Fig. 1: supply network
Pins as bars on the die edge. Tap cells in grey.
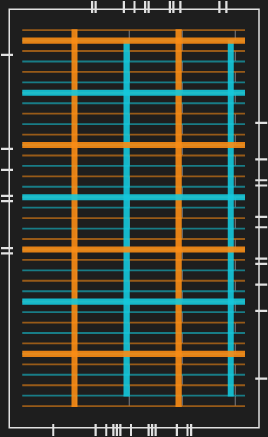
Fig. 2: cell classes on the final placement
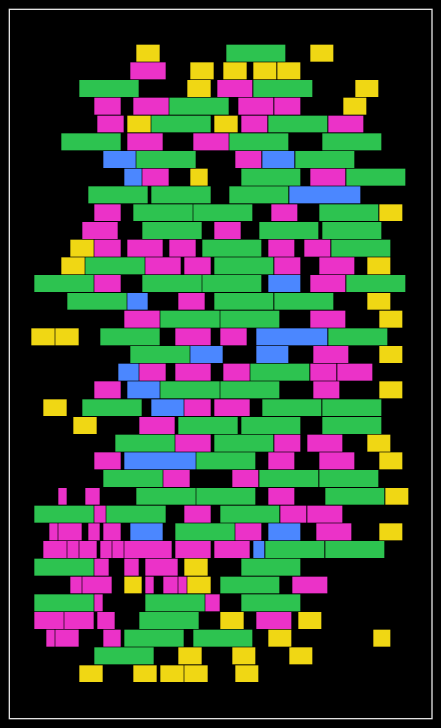
Fig. 3: clock wires, drivers and flops
Bar = 20 µm.
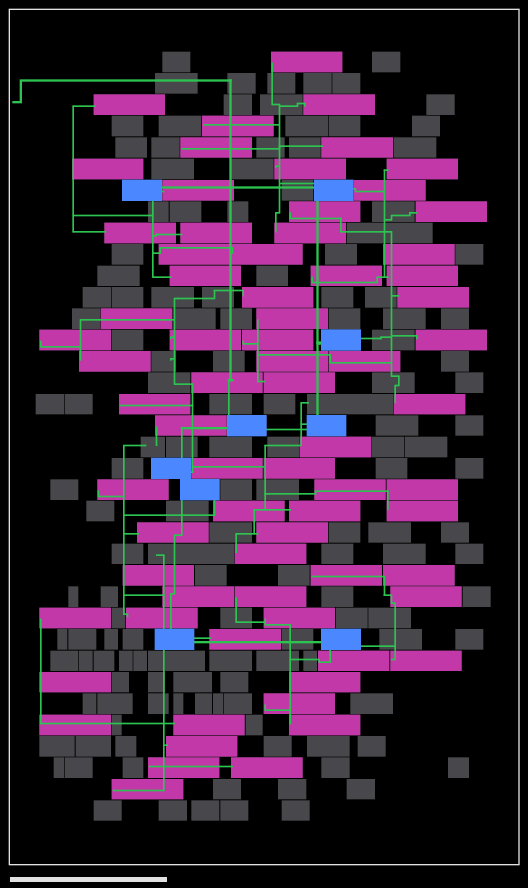
==> config.mk <==
export PLATFORM = sky130hd
export DESIGN_NAME = serial_in_parallel_out
export DESIGN_NICKNAME = d
export VERILOG_FILES = /design/src/rtl/serial_in_parallel_out.sv
export SDC_FILE = /design/constraint.sdc
export NUM_CORES = 1
export LEC_CHECK = 0
export CAP_MARGIN = 20
export CELL_PAD_IN_SITES_DETAIL_PLACEMENT = 0
export CELL_PAD_IN_SITES_GLOBAL_PLACEMENT = 1
export CORE_ASPECT_RATIO = 1.75
export CORE_MARGIN = 3
export CORE_UTILIZATION = 49
export DETAILED_ROUTE_END_ITERATION = 8
export MAX_ROUTING_LAYER = met4
export PLACE_DENSITY = 0.95
export SYNTH_ARGS = -nofsm -noshare
export SYNTH_HDL_FRONTEND = slang
export SYNTH_SLANG_ARGS = --single-unit
==> constraint.sdc <==
create_clock -name clk_out -period 4.4 [get_ports clk_out]
set_input_delay 0.66 -clock clk_out [delete_from_list [all_inputs] [get_ports clk_out]]
set_output_delay 0.66 -clock clk_out [all_outputs]
set_load 0.05 [all_outputs]
==> impl_metrics.ini <==
; synthesis and place-and-route metrics
[cells_and_area]
drive_gt1_share_pct = 39.01
nNonClkBuffers = 43
inv_count = 2
nets = 227
largest_reg_flops = 32
num-fill-cells = 443
comb_share_pct = 28.60

[drt]
drtPass1Iterations = 4
drc_errors = 0
routed_wl_mm = 4.778
wirelength_met1_mm = 2.040
top_layer = met4

[critical_path]
cp_num_buf_inv = 1
cp_max_fo = 25
arrival_ns = 3.00

[placement]
dp_hpwl_mm = 3.150
post-place-ws_ns = 1.316

[clock_network]
root_buffer = clkbuf_8
cts_sinks = 72
post-cts-setup-buffers = 0

[synthesis]
ys_sh_xor_pct = 0
ys_sh_simple_pct = 3.056
flop_cell = dfrtp_1
ys_warn_count = 0
ys.flops = 72
synthMostInstantiatedCell = dfrtp_1
ys_cells = 173
fa_ha_area_share_pct = 1.273

[global_routing]
first_global_vias = 1663
antenna_found_initial = 0
gr-total-overflow = 0
grt_use_met1_pct = 19.56
grt_use_met2_pct = 25.07

[final_timing]
maxSlewHeadroom_pct = 33.24
maxSlewViolCount = 0

[pwr]
power_leader = sequential cells

[outcome]
status = finished, final reports clean

[die]
io_pins = 42
Notes on Fig. 1 above:
| colour | net |
|---|---|
| orange | VSS |
| cyan | VDD |
met4 straps: 4
met1 rails: 37
tap cells: 76
die y size: 108.6 µm
Core ar.: 5675 µm²
width of the die: 64.63 µm
maximum VDD drop: 0.2059 mV

Notes on Fig. 2 above:
| colour | class | cells | share of their area |
|---|---|---|---|
| magenta | all other logic | 92 | 30% |
| yellow | other buffers and delay cells | 43 | 12% |
| green | flops | 72 | 51% |
| blue | clock drivers and dummy loads | 16 | 7.0% |
fin area: 3601 µm²
flop share of the area: 50.03%
FP Rows: 36
Final Core Density: 63.45%

Notes on Fig. 3 above:
[green] clock wires | length: 777 µm
[magenta] flip-flops | count: 72
[blue] cells driving clock nets | count: 9
routed clock nets: 10
power share of the clock group: 45.4%
P_clk: 616 µW

Power figures rest on the tool's default switching activity, not on a simulated workload.
